--- src/rtl/dmem_arb_pkg.sv ---
// Shared types and constants for the byte-serial data-memory arbiter.
// Optional feature macro used by dmem_arbiter: DMEM_RR_ARB_EN (round-robin arbitration).
package dmem_arb_pkg;

  localparam int MEM_SIZE_DEF = 4096;

  typedef enum logic [1:0] {
    IDLE = 2'd0,
    XFER = 2'd1,
    CAPT = 2'd2,
    DONE = 2'd3
  } state_t;

  localparam logic [2:0] F3_B  = 3'b000;
  localparam logic [2:0] F3_H  = 3'b001;
  localparam logic [2:0] F3_W  = 3'b010;
  localparam logic [2:0] F3_BU = 3'b100;
  localparam logic [2:0] F3_HU = 3'b101;

  // Number of bytes moved for a width code; 0 marks an unsupported code.
  function automatic logic [2:0] f3_bytes(input logic [2:0] f3);
    case (f3)
      F3_B, F3_BU: return 3'd1;
      F3_H, F3_HU: return 3'd2;
      F3_W:        return 3'd4;
      default:     return 3'd0;
    endcase
  endfunction

  function automatic logic f3_legal(input logic [2:0] f3, input logic we);
    case (f3)
      F3_B, F3_H, F3_W: return 1'b1;
      F3_BU, F3_HU:     return ~we;
      default:          return 1'b0;
    endcase
  endfunction

endpackage

--- src/rtl/dmem_load_ext.sv ---
// Load-data extension: turns an assembled little-endian word into the
// architectural load result for the given width code.
module dmem_load_ext
  import dmem_arb_pkg::*;
(
  input  logic [31:0] word_i,
  input  logic [2:0]  funct3_i,
  output logic [31:0] data_o
);

  always_comb begin
    data_o = '0;
    case (funct3_i)
      F3_B:    data_o = {{24{word_i[7]}}, word_i[7:0]};
      F3_H:    data_o = {{16{word_i[15]}}, word_i[15:0]};
      F3_W:    data_o = word_i;
      F3_BU:   data_o = {24'd0, word_i[7:0]};
      F3_HU:   data_o = {16'd0, word_i[15:0]};
      default: data_o = '0;
    endcase
  end

endmodule

--- src/rtl/dmem_arbiter.sv ---
// Two-port (CPU / DMA) arbiter onto a byte-wide memory, serialising word and
// half-word accesses. Define DMEM_RR_ARB_EN for round-robin instead of CPU priority.
//
//   state | meaning
//   IDLE  | waiting for a request; latches the winner's command on accept
//   XFER  | one memory byte strobe per cycle
//   CAPT  | captures the last load byte returned by the memory
//   DONE  | one-cycle done/err/rdata to the granted port
module dmem_arbiter
  import dmem_arb_pkg::*;
#(
  parameter int MEM_SIZE = MEM_SIZE_DEF,
  parameter int ADDR_W   = 12
) (
  input  logic              clk,
  input  logic              rst_n,
  input  logic              c_req,
  input  logic              c_we,
  input  logic [2:0]        c_funct3,
  input  logic [31:0]       c_addr,
  input  logic [31:0]       c_wdata,
  output logic              c_done,
  output logic              c_err,
  output logic [31:0]       c_rdata,
  input  logic              d_req,
  input  logic              d_we,
  input  logic [2:0]        d_funct3,
  input  logic [31:0]       d_addr,
  input  logic [31:0]       d_wdata,
  output logic              d_done,
  output logic              d_err,
  output logic [31:0]       d_rdata,
  output logic              mem_en,
  output logic              mem_we,
  output logic [ADDR_W-1:0] mem_addr,
  output logic [7:0]        mem_wdata,
  input  logic [7:0]        mem_rdata,
  output logic              busy
);

  state_t            state_q, state_d;
  logic              gnt_q;
  logic              we_q;
  logic [2:0]        f3_q;
  logic [ADDR_W-1:0] addr_q;
  logic [31:0]       wdata_q;
  logic              err_q;
  logic [2:0]        n_q;
  logic [1:0]        cnt_q;
  logic [31:0]       word_q;

  logic        accept;
  logic        sel_dma;
  logic        sel_we;
  logic [2:0]  sel_f3;
  logic [31:0] sel_addr;
  logic [31:0] sel_wdata;
  logic [2:0]  sel_n;
  logic [32:0] sel_end;
  logic        sel_ok;
  logic        last_byte;
  logic        cap_en;
  logic [1:0]  cap_lane;
  logic [31:0] ld_data;

`ifdef DMEM_RR_ARB_EN
  logic last_q;
  assign sel_dma = d_req & (~c_req | ~last_q);
`else
  assign sel_dma = d_req & ~c_req;
`endif

  assign sel_we    = sel_dma ? d_we     : c_we;
  assign sel_f3    = sel_dma ? d_funct3 : c_funct3;
  assign sel_addr  = sel_dma ? d_addr   : c_addr;
  assign sel_wdata = sel_dma ? d_wdata  : c_wdata;
  assign sel_n     = f3_bytes(sel_f3);

  // 33-bit end address so accesses near 2^32 cannot wrap into range.
  assign sel_end = {1'b0, sel_addr} + {30'd0, sel_n} - 33'd1;
  assign sel_ok  = f3_legal(sel_f3, sel_we) && (sel_end < 33'(MEM_SIZE));

  assign accept    = (state_q == IDLE) && (c_req || d_req);
  assign last_byte = ({1'b0, cnt_q} == (n_q - 3'd1));

  // Memory read data lags the strobe by one cycle, so lane k lands one cycle later.
  assign cap_en   = ~we_q && (((state_q == XFER) && (cnt_q != 2'd0)) || (state_q == CAPT));
  assign cap_lane = (state_q == CAPT) ? (n_q[1:0] - 2'd1) : (cnt_q - 2'd1);

  dmem_load_ext u_load_ext (
    .word_i   (word_q),
    .funct3_i (f3_q),
    .data_o   (ld_data)
  );

  always_comb begin
    state_d   = state_q;
    busy      = 1'b1;
    mem_en    = 1'b0;
    mem_we    = 1'b0;
    mem_addr  = '0;
    mem_wdata = '0;
    c_done    = 1'b0;
    c_err     = 1'b0;
    c_rdata   = '0;
    d_done    = 1'b0;
    d_err     = 1'b0;
    d_rdata   = '0;
    case (state_q)
      IDLE: begin
        busy = 1'b0;
        if (accept) state_d = sel_ok ? XFER : DONE;
      end
      XFER: begin
        mem_en    = 1'b1;
        mem_we    = we_q;
        mem_addr  = addr_q + ADDR_W'(cnt_q);
        mem_wdata = wdata_q[{cnt_q, 3'b000} +: 8];
        if (last_byte) state_d = CAPT;
      end
      CAPT: state_d = DONE;
      DONE: begin
        state_d = IDLE;
        if (gnt_q) begin
          d_done  = 1'b1;
          d_err   = err_q;
          d_rdata = (err_q || we_q) ? 32'd0 : ld_data;
        end else begin
          c_done  = 1'b1;
          c_err   = err_q;
          c_rdata = (err_q || we_q) ? 32'd0 : ld_data;
        end
      end
      default: state_d = IDLE;
    endcase
  end

  always_ff @(posedge clk or negedge rst_n) begin
    if (!rst_n) begin
      state_q <= IDLE;
      gnt_q   <= 1'b0;
      we_q    <= 1'b0;
      f3_q    <= '0;
      addr_q  <= '0;
      wdata_q <= '0;
      err_q   <= 1'b0;
      n_q     <= '0;
      cnt_q   <= '0;
      word_q  <= '0;
`ifdef DMEM_RR_ARB_EN
      last_q  <= 1'b1;
`endif
    end else begin
      state_q <= state_d;
      if (accept) begin
        gnt_q   <= sel_dma;
        we_q    <= sel_we;
        f3_q    <= sel_f3;
        addr_q  <= sel_addr[ADDR_W-1:0];
        wdata_q <= sel_wdata;
        err_q   <= ~sel_ok;
        n_q     <= sel_n;
        cnt_q   <= '0;
        word_q  <= '0;
`ifdef DMEM_RR_ARB_EN
        last_q  <= sel_dma;
`endif
      end
      if (state_q == XFER) cnt_q <= cnt_q + 2'd1;
      if (cap_en) word_q[{cap_lane, 3'b000} +: 8] <= mem_rdata;
    end
  end

endmodule
--- config.mk ---
export PLATFORM = sky130hd
export DESIGN_NAME = dmem_arbiter
export DESIGN_NICKNAME = d
export VERILOG_FILES = /design/src/rtl/dmem_arb_pkg.sv /design/src/rtl/dmem_load_ext.sv /design/src/rtl/dmem_arbiter.sv
export SDC_FILE = /design/constraint.sdc
export NUM_CORES = 1
export LEC_CHECK = 0
export ABC_CLOCK_PERIOD_IN_PS = 4650
export CAP_MARGIN = 20
export CORE_MARGIN = 2
export CORE_UTILIZATION = 25
export DETAILED_ROUTE_END_ITERATION = 6
export PLACE_DENSITY_LB_ADDON = 0.05
export SYNTH_ARGS = -nofsm -noshare
export SYNTH_HDL_FRONTEND = slang
export SYNTH_SLANG_ARGS = --single-unit
--- constraint.sdc ---
create_clock -name clk -period 4.65 [get_ports clk]
set_input_delay 0.6975 -clock clk [delete_from_list [all_inputs] [get_ports clk]]
set_output_delay 0.6975 -clock clk [all_outputs]
set_load 0.03 [all_outputs]
**Run 1: signal wires on met1**

Cells faint in the background.
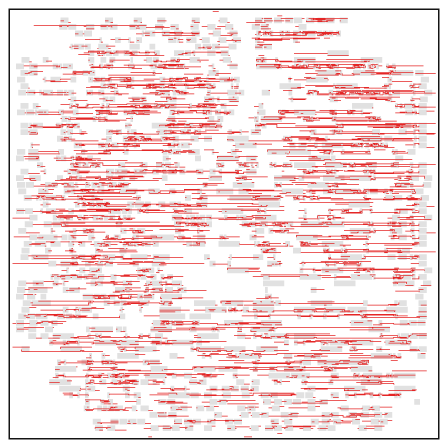
The wires run mostly horizontal. The layer holds 47% of the routed length. The layer carries 12200 um of wire. 1304 nets have wire on it.
Via Count: 7829
drt total wl: 26.1 mm
met1 Use GR: 22.7%

**Run 1: met2 routing**

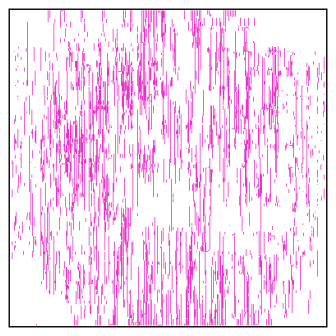
The layer carries 12400 um of wire. 1178 nets have wire on it. The layer holds 47% of the routed length.
met2 Usage GRT: 27.7%

**Run 1: metal 3**

Cells faint in the background.
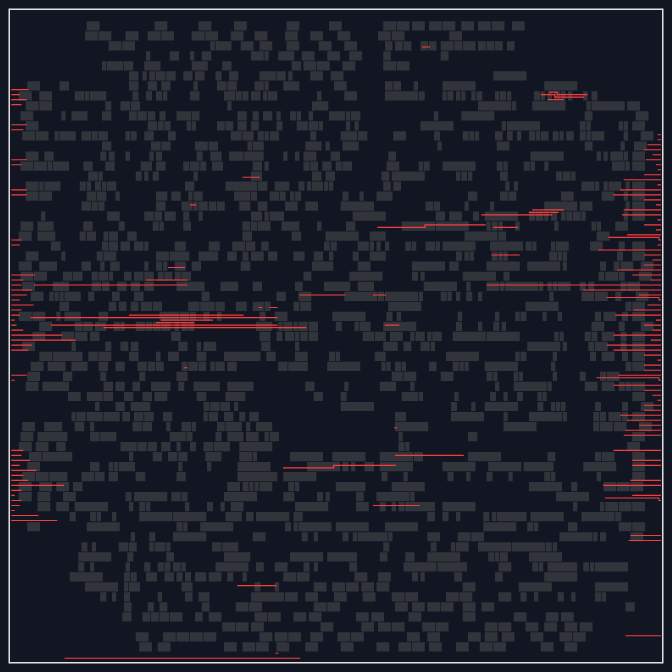
The layer carries 1290 um of wire. The layer holds 5.0% of the routed length.
met3 usage: 2.64%

run 1: critical path, cell delays in order:
cell and delay (ps):
clkdlybuf4s50_1 470, nand2b_4 180, buf_12 160, buf_4 160, mux2i_2 230, inv_1 70
ha_1 310, buf_4 160, buf_4 130, nand4_1 100, nor4_1 60, o21ai_1 150
nand3_2 120, o211a_1 220, or3_1 300, a211o_1 320, a2111oi_2 380, nor4b_4 310
o31ai_1 100
run 1: cells by family after synthesis:
| logic type | after synthesis | share of synthesized area (%) |
|---|---|---|
| xor gates and xnor gates | 20 | 2.34 |
| adders and majority gates | 41 | 6.96 |
| buffers and inverters | 112 | 5.79 |
| DFF | 89 | 29.8 |
| and+or+nand+nor | 339 | 20.8 |
| muxes | 84 | 12.8 |
| AOI/OAI and AO/OA | 269 | 21.5 |
run 1: power breakdown:
group | leakage, nW | internal (W) | switching [W]
registers | 1.14 | 0.00112 | 0.000300
clock network | 0.142 | 0.000425 | 0.000331
logic | 3.95 | 0.00114 | 0.00141
run 1: layout make-up:
| type | count | area share, % |
|---|---|---|
| clock buffers | 10 | 1.95 |
| clock inverters | 6 | 0.630 |
| inverters | 50 | 1.60 |
| multi-input cells | 753 | 42.7 |
| flip-flops and latches | 89 | 19.0 |
| well taps | 390 | 4.16 |
| repair buffers | 383 | 30.0 |
run 1: flip-flops by register name (all words and copies together), names as in the netlist, 2 cells and up:
| register | flops |
|---|---|
| f3_q | 3 |
| state_q | 2 |
| n_q | 3 |
| addr_q | 12 |
| word_q | 32 |
| wdata_q | 32 |
| cnt_q | 2 |
run 1: placed cells by master, fill, tap and decap left out, drive strengths merged, types with 40 or more instances in the layout:
master and count:
clkdlybuf4s50 236, nand2 174, buf 146, o21ai 115, dfrtp 89, a21oi 71
mux2i 71, inv 53, nor2 49, ha 40
run 1: synth_stat cells, types with 7 or more instances:
master / instances / area share, %
clkbuf_1: 52 / 2.6
and2_1: 23 / 1.9
xnor2_1: 13 / 1.5
nor3_1: 15 / 1.0
ha_1: 40 / 6.7
a31oi_1: 11 / 0.92
or3_1: 10 / 0.84
nand3_1: 16 / 1.1
mux4_2: 8 / 2.4
xor2_1: 7 / 0.82
a211oi_1: 8 / 0.80
a21oi_1: 71 / 4.7
dfrtp_1: 89 / 30
nor2_1: 49 / 2.5
o21ai_0: 112 / 7.5
nand4_1: 9 / 0.75
and3_1: 21 / 1.8
inv_1: 50 / 2.5
a21o_1: 12 / 1.2
mux2i_1: 71 / 9.5
nand2_1: 174 / 8.7
run 1: per-stage QoR:
stage | hold WS [ps] | TNS [ps] | utilization [%] | power (W)
final | 377 | 0 | 39.7 | 0.00473
after global routing | 447 | 0 | 39.7 | 0.00514
after CTS | 428 | 0 | 39.2 | 0.00477
after detailed placement | 466 | -1420 | 38.0 | 0.00398
after global placement | 461 | -1240 | 38.0 | 0.00396
after floorplan | 402 | 0 | - | 0.00294
run 1: layer usage:
metal	global-route usage (%)	vias to the layer above	routed length (um)	part of all wire [%]
met5	0	-	0	0
met4	3.06	0	225	0.86
met3	2.64	12	1290	5.0
met2	27.7	179	12400	47
met1	22.7	3611	12200	47
li1	-	4027	-	-
==> flow_metrics.tcl, run 1 <==
# place-and-route summary
set metrics [dict create \
    die_h_um 177 \
    critPathLaunchType "primary input" \
    final_hold_viol_count 0 \
    outcome "completed" \
    ys_cells 954 \
    cts_tree "yes" \
    drv_slew 0 \
    clk_pin_slew_ps 70 \
    fmax_mhz 226 \
    hpwl_mm 20.9 \
    slew_headroom_pct 35.6 \
    endpoint "state_q[1]$_DFFE_PN0P_" \
    grt_pass1_wl_mm 41.1 \
    synth-edff-count 0 \
    arrival_ps 4630 \
    drc 0 \
    criticalPathCategory "primary input to flip-flop" \
    core_um2 29600 \
    end_kind "flip-flop" \
    synth.cell_area_um2 7480 \
    fillers 3109 \
    cts_buffers 9 \
    final_cells 1681 \
    fin_skew_ps 10.4 \
    cts_resized 12 \
    ys_types 67 \
    hp-class "primary input to async pin" \
    drtIter0Drc 416 \
    overflow 0 \
    cts.sinks 89 \
    dr.pass1.iters 5 \
    synth-main-ff-cell "dfrtp_1" \
    vias_per_cell 4.66 \
    ys_seq_share_pct 29.8 \
    placed_cells 1662 \
    logic_area_um2 5000 \
    io-pin-count 239 \
    fin_ws_ps 221 \
    critical_path_required_ps 4850 \
    layout.nets 1475 \
    p_leak_nw 5.23 \
    globalplace.congestion 0.873 \
    grt_pass1_vias 7502 \
    power_density_nw_per_um2 404 \
    synth.avg_cell_area_um2 7.84 \
    setup_viol 0 \
    fin_area_um2 11700 \
    dpl-instance-area_um2 11200 \
    core_util_floorplan_pct 25.3 \
    num_rows 63 \
    synthToLayoutAreaGrowth_pct 56.7 \
    synth-area-yosys_um2 7480 \
    reg2reg_depth 7 \
    warning_count 31 \
    grt_antenna_before_repair 0 \
    vdd_drop_max_uv 222 \
    antenna_left 0 \
    rsz0062_at_grt "false" \
]
==> run 2, diff against run 1 <==
ABC_AREA = 0   (was default)
CTS_BUF_LIST = sky130_fd_sc_hd__clkbuf_2 sky130_fd_sc_hd__clkbuf_4 sky130_fd_sc_hd__clkbuf_8   (was default)
**Run 2: met2 routing**

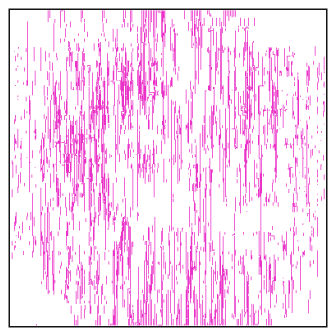
The layer carries 12400 um of wire. The layer holds 47% of the routed length.
Via Count: 7841
drt total wl: 26.1 mm
met2 Usage GRT: 27.7%

==> run 2 against run 1 <==
- register-to-register slack about the same
- clock skew increased by 9.4 ps
- critical endpoint unchanged
- sequential cell count unchanged
- die area unchanged
- synthesized cell count unchanged
- area after synthesis unchanged
- design area decreased by 0.80%
- power decreased by 3.8%
- critical path depth unchanged
- sequential share of layout area increased by 0.15 points
- non-clock buffer count unchanged
- global-route usage unchanged
- highest routed layer unchanged
==> flow_metrics.tcl, run 2 <==
# place-and-route summary
set metrics [dict create \
    diodes 0 \
    die_h_um 177 \
    vdd_drop_max_uv 219 \
    final_hold_viol_count 0 \
    timing.hold.ws_ps 344 \
    synth.cell_area_um2 7480 \
    grt_pass1_vias 7522 \
    grt_pass1_wl_mm 41.1 \
    crit_start "d_req" \
    fin_skew_ps 19.8 \
    top_area_share_pct 29.8 \
    globalplace.congestion 0.873 \
    outcome "completed" \
    dr.pass1.iters 5 \
    reg_top3 "wdata_q: 32 flops, word_q: 32 flops, addr_q: 12 flops" \
    critical_path_required_ps 4880 \
    grt_antenna_before_repair 0 \
    ys_cells 954 \
    slew_headroom_pct 35.2 \
    cts_buffers 9 \
    setup_viol 0 \
    most_common_cell "nand2_1" \
    synth-area-yosys_um2 7480 \
    synth-edff-count 0 \
    top_cells_by_count "nand2_1, o21ai_0, dfrtp_1" \
    criticalPathCategory "primary input to flip-flop" \
    overflow 0 \
    grt_max_degree 140 \
    reg2reg_depth 7 \
    drtIter0Drc 426 \
    end_kind "flip-flop" \
    fmax_mhz 227 \
    synthToLayoutAreaGrowth_pct 55.4 \
    antenna_left 0 \
    p_leak_nw 5.19 \
    dpl-instance-area_um2 11200 \
    clockBufferDepth 2 \
    core_um2 29600 \
    synth-main-ff-cell "dfrtp_1" \
    num_rows 63 \
    layout.nets 1475 \
    fin_ws_ps 244 \
    vias_per_cell 4.66 \
    synthCells 954 \
    ys_types 67 \
    synth_warnings 0 \
    drv_slew 0 \
    hp-class "primary input to async pin" \
    synth_top_cell_by_area "dfrtp_1" \
    placed_cells 1662 \
    clk_pin_slew_ps 100 \
    drc 0 \
    mostFrequentLayoutCells "clkdlybuf4s50_1, nand2_1, buf_4" \
    final_cells 1681 \
    power_density_nw_per_um2 392 \
    critPathLaunchType "primary input" \
    ys_seq_share_pct 29.8 \
    core_util_floorplan_pct 25.3 \
    cts.sinks 89 \
    place_ws_ps -716 \
    cts_tree "yes" \
    synth.avg_cell_area_um2 7.84 \
    fin_area_um2 11600 \
    synthTopCellsByArea "dfrtp_1, mux2i_1, nand2_1" \
    io-pin-count 239 \
    lay_top_count "clkdlybuf4s50_1" \
    hpwl_mm 20.9 \
]
**Run 2: routing congestion map**

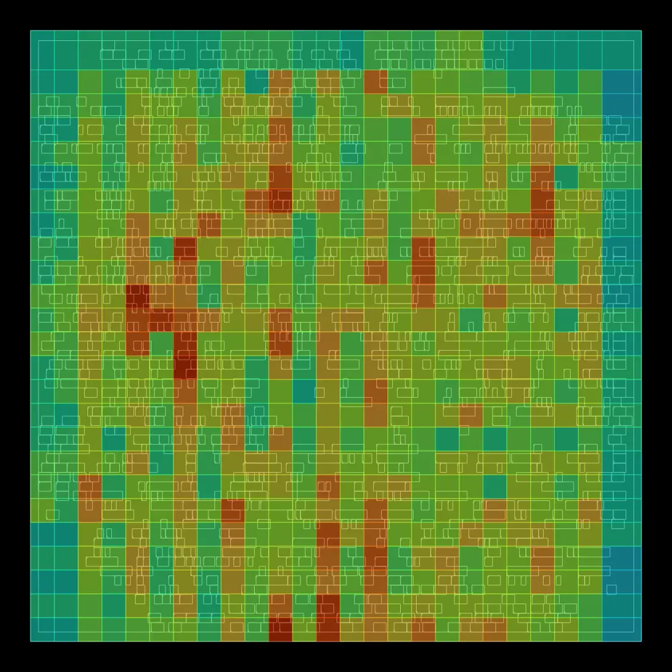
GRT busiest layer: met2
met3 usage: 2.84%
mean routed wirelength per cell: 15.5 um
post-layout util: 39.3%

## run 2: final cells by class
type	instances	area [um2]
multi-input cells	753	5000
clock buffers	10	131
flip-flops and latches	89	2230
inverters	50	188
fillers	3113	17900
clock inverters	6	73.8
repair buffers	383	3520
well taps	390	488
## run 2: how the worst max path moves through the flow
| stage | slack (ps) | to | cells after the start |
|---|---|---|---|
| 2_1_floorplan | 40 | state_q[1]$_DFFE_PN0P_ | 17 |
| 3_3_place_gp | -620 | state_q[1]$_DFFE_PN0P_ | 17 |
| 3_5_place_dp | -720 | state_q[1]$_DFFE_PN0P_ | 16 |
| 4_1_cts | 0.9 | state_q[1]$_DFFE_PN0P_ | 16 |
| 5_1_grt | 50 | err_q$_DFFE_PN0P_ | 16 |
| 6_report | 240 | state_q[1]$_DFFE_PN0P_ | 19 |
## run 2: repair_timing
item / 4_1_cts / 5_1_grt
pin swaps: 0 / 8
resized: 10 / 31
setup buffers: 0 / 3
endpoints found under the setup margin: 2 / 2
## run 2: worst max-delay path, stage by stage
cell and delay, ps:
clkdlybuf4s50_1 480, nand2b_4 180, buf_12 160, buf_4 160
mux2i_2 230, inv_1 70, ha_1 310, buf_4 160
buf_4 130, nand4_1 100, nor4_1 60, o21ai_1 150
nand3_2 120, o211a_1 220, or3_1 300, a211o_1 320
a2111oi_2 380, nor4b_4 320, o31ai_1 100
## run 2: per-layer routing
layer	wire (um)	part of all wire, %	global-route usage (%)
met5	0	0	0
met4	237	0.91	3.17
met3	1230	4.7	2.84
met2	12400	47	27.7
met1	12200	47	22.5
## run 2: logic make-up (layout without fill, tap and decap cells)
kind of cell,Yosys count,in the layout,synth area share (%)
xor+xnor,20,20,2.34
fa+ha+maj,41,41,6.96
simple gates,339,339,20.8
compound gates,269,269,21.5
flops,89,89,29.8
mux,84,84,12.8
buf+inv,112,449,5.79
## run 2: report_power, final
part           switching [W]  internal, W
clock               0.000310     0.000262
sequential          0.000300      0.00112
combinational        0.00142      0.00115
total                0.00203      0.00253
## run 2: through the flow
step	total power [W]	setup TNS, ps
floorplan	0.00294	0
global placement	0.00396	-1240
detailed placement	0.00398	-1420
CTS	0.00459	0
global route	0.00496	0
finish	0.00456	0
==> run 3, diff against run 2 <==
CORE_MARGIN = default   (was 2)
**Run 3: signal wires on met1**

Cells faint in the background.
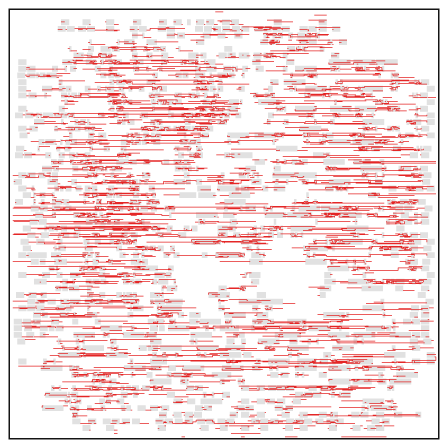
The wires run mostly horizontal. The longest straight run is 48.3 um.
met1 Use GR: 22.9%
drt total wl: 26.2 mm
Via Count: 7808

**Run 3: M4 wires**

Bar = 50 um. Cells faint in the background.
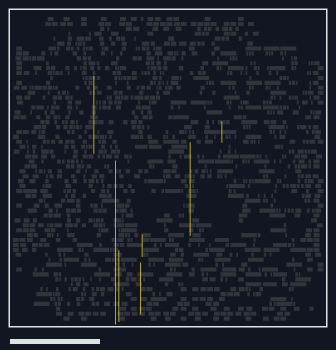
The layer carries 277 um of wire. The layer holds 1.1% of the routed length. The longest straight run is 90.4 um. The wires run mostly vertical. 5 nets have wire on it.

==> run 3 against run 2 <==
- setup slack improved by 33 ps
- count of clock-buffer cells in the layout decreased by 1
- register-to-register slack improved by 70 ps
- utilization increased by 0.23 points
- die area decreased by 2.2%
- area after synthesis unchanged
- first-iteration DRC count decreased by 19%
- design area decreased by 1.0%
- synthesized cell count unchanged
- non-clock buffer count increased by 7
- power decreased by 1.7%
- clock power decreased by 4.5%
- largest cell class unchanged
==> flow_metrics.tcl, run 3 <==
# place-and-route summary
set metrics [dict create \
    hpwl_mm 20.9 \
    post-route-util_pct 39.6 \
    crit_chain "dlygate4sd2_1 > buf_4 > nor2b_1 > buf_4 > mux2i_4 > inv_1 > ha_1 > nand4_1 > a2111oi_4 > a211oi_2 > o31ai_2 > mux2_4 > a2111oi_1 > nand4_1 > nor4b_2 > o31ai_1" \
    synth.cell_area_um2 7480 \
    critPathSlowestCell "a2111oi_4" \
    synth.avg_cell_area_um2 7.84 \
    synthTopCellsByArea "dfrtp_1, mux2i_1, nand2_1" \
    synth-edff-count 0 \
    ys_types 67 \
    slew_headroom_pct 36.9 \
    top_area_share_pct 29.8 \
    diodes 0 \
    cp_top_family "AND-OR/OR-AND gates" \
    power.total_w 0.00448 \
    p_clk_share_pct 12.2 \
    drtIter0Drc 347 \
    vias_per_cell 4.64 \
    setup_viol 0 \
    end_kind "flip-flop" \
    arrival_ps 4610 \
    p_seq_share_pct 31.5 \
    fin_area_um2 11500 \
    antenna_left 0 \
    final_hold_viol_count 0 \
    synth-area-yosys_um2 7480 \
    fin_skew_ps 20.2 \
    cts.sinks 89 \
    criticalPathCategory "primary input to flip-flop" \
    grt_max_degree 140 \
    reg_top3 "wdata_q: 32 flops, word_q: 32 flops, addr_q: 12 flops" \
    most_common_cell "nand2_1" \
    grt_antenna_before_repair 0 \
    dr.pass1.iters 5 \
    outcome "completed" \
    warning_count 31 \
    num_rows 62 \
    synthCells 954 \
    core_util_floorplan_pct 25.7 \
    synth_warnings 0 \
    synth-main-ff-cell "dfrtp_1" \
]
==> run 3: cell counts after synthesis <==
No cell type changed its count.
==> run 3: final timing paths <==
check | from | end | slack, ps | cells past startpoint
max | c_req | state_q[1]$_DFFE_PN0P_ | 280 | 16
min | rst_n | wdata_q[10]$_DFFE_PN0P_ | 390 | 1
max reg2reg | state_q[1]$_DFFE_PN0P_ | word_q[4]$_DFF_PN0_ | 1740 | 7
min reg2reg | wdata_q[14]$_DFFE_PN0P_ | wdata_q[14]$_DFFE_PN0P_ | 480 | 2
max in group asynchronous | rst_n | word_q[29]$_DFF_PN0_ | 3330 | 2
min in group clk | wdata_q[14]$_DFFE_PN0P_ | wdata_q[14]$_DFFE_PN0P_ | 480 | 2
==> run 3: power by group through the flow <==
stage	clock, W	sequential, W	combinational [W]
detailed placement	0	0.00144	0.00254
finish	0.000546	0.00141	0.00252
global placement	0	0.00143	0.00253
global route	0.000603	0.00147	0.00283
CTS	0.000581	0.00142	0.00256
floorplan	0	0.00130	0.00164
==> run 3: logic make-up after synthesis <==
logic type	Yosys count	share of synthesized area (%)
compound gates	269	21.5
xor+xnor	20	2.34
fa+ha+maj	41	6.96
buf+inv	112	5.79
flops	89	29.8
mux	84	12.8
simple gates	339	20.8
==> run 3: layer usage <==
layer / vias up / global-route usage, % / wire length [um]
met1: 3575 / 22.9 / 12400
met3: 17 / 2.57 / 1010
li1: 4041 / - / -
met5: - / 0 / 0
met2: 175 / 29.5 / 12400
met4: 0 / 3.37 / 276
==> run 3: area by class of cell <==
type | instances | area share (%)
clock buffers | 9 | 1.08
clock inverters | 7 | 0.630
inverters | 50 | 1.63
multi-input cells | 754 | 42.3
flip-flops and latches | 89 | 19.3
well taps | 384 | 4.17
repair buffers | 390 | 30.9
==> run 3: repair_timing <==
action,in CTS,in global routing
setup buffers,4,1
gates resized,10,3
setup endpoints to repair,2,2
cloned,1,0
pin swaps,2,1
==> run 3: metrics by stage <==
step                      setup TNS [ps]  std cells  hold slack [ps]  setup slack [ps]
after floorplan                        0        954              402              35.2
after global placement             -1130       1661              460              -568
after detailed placement           -1540       1661              465              -775
after CTS                              0       1682              407               183
after global routing               -6.18       1683              446             -6.18
final                                  0       1683              392               277
Power is estimated from default activity; no workload was simulated.
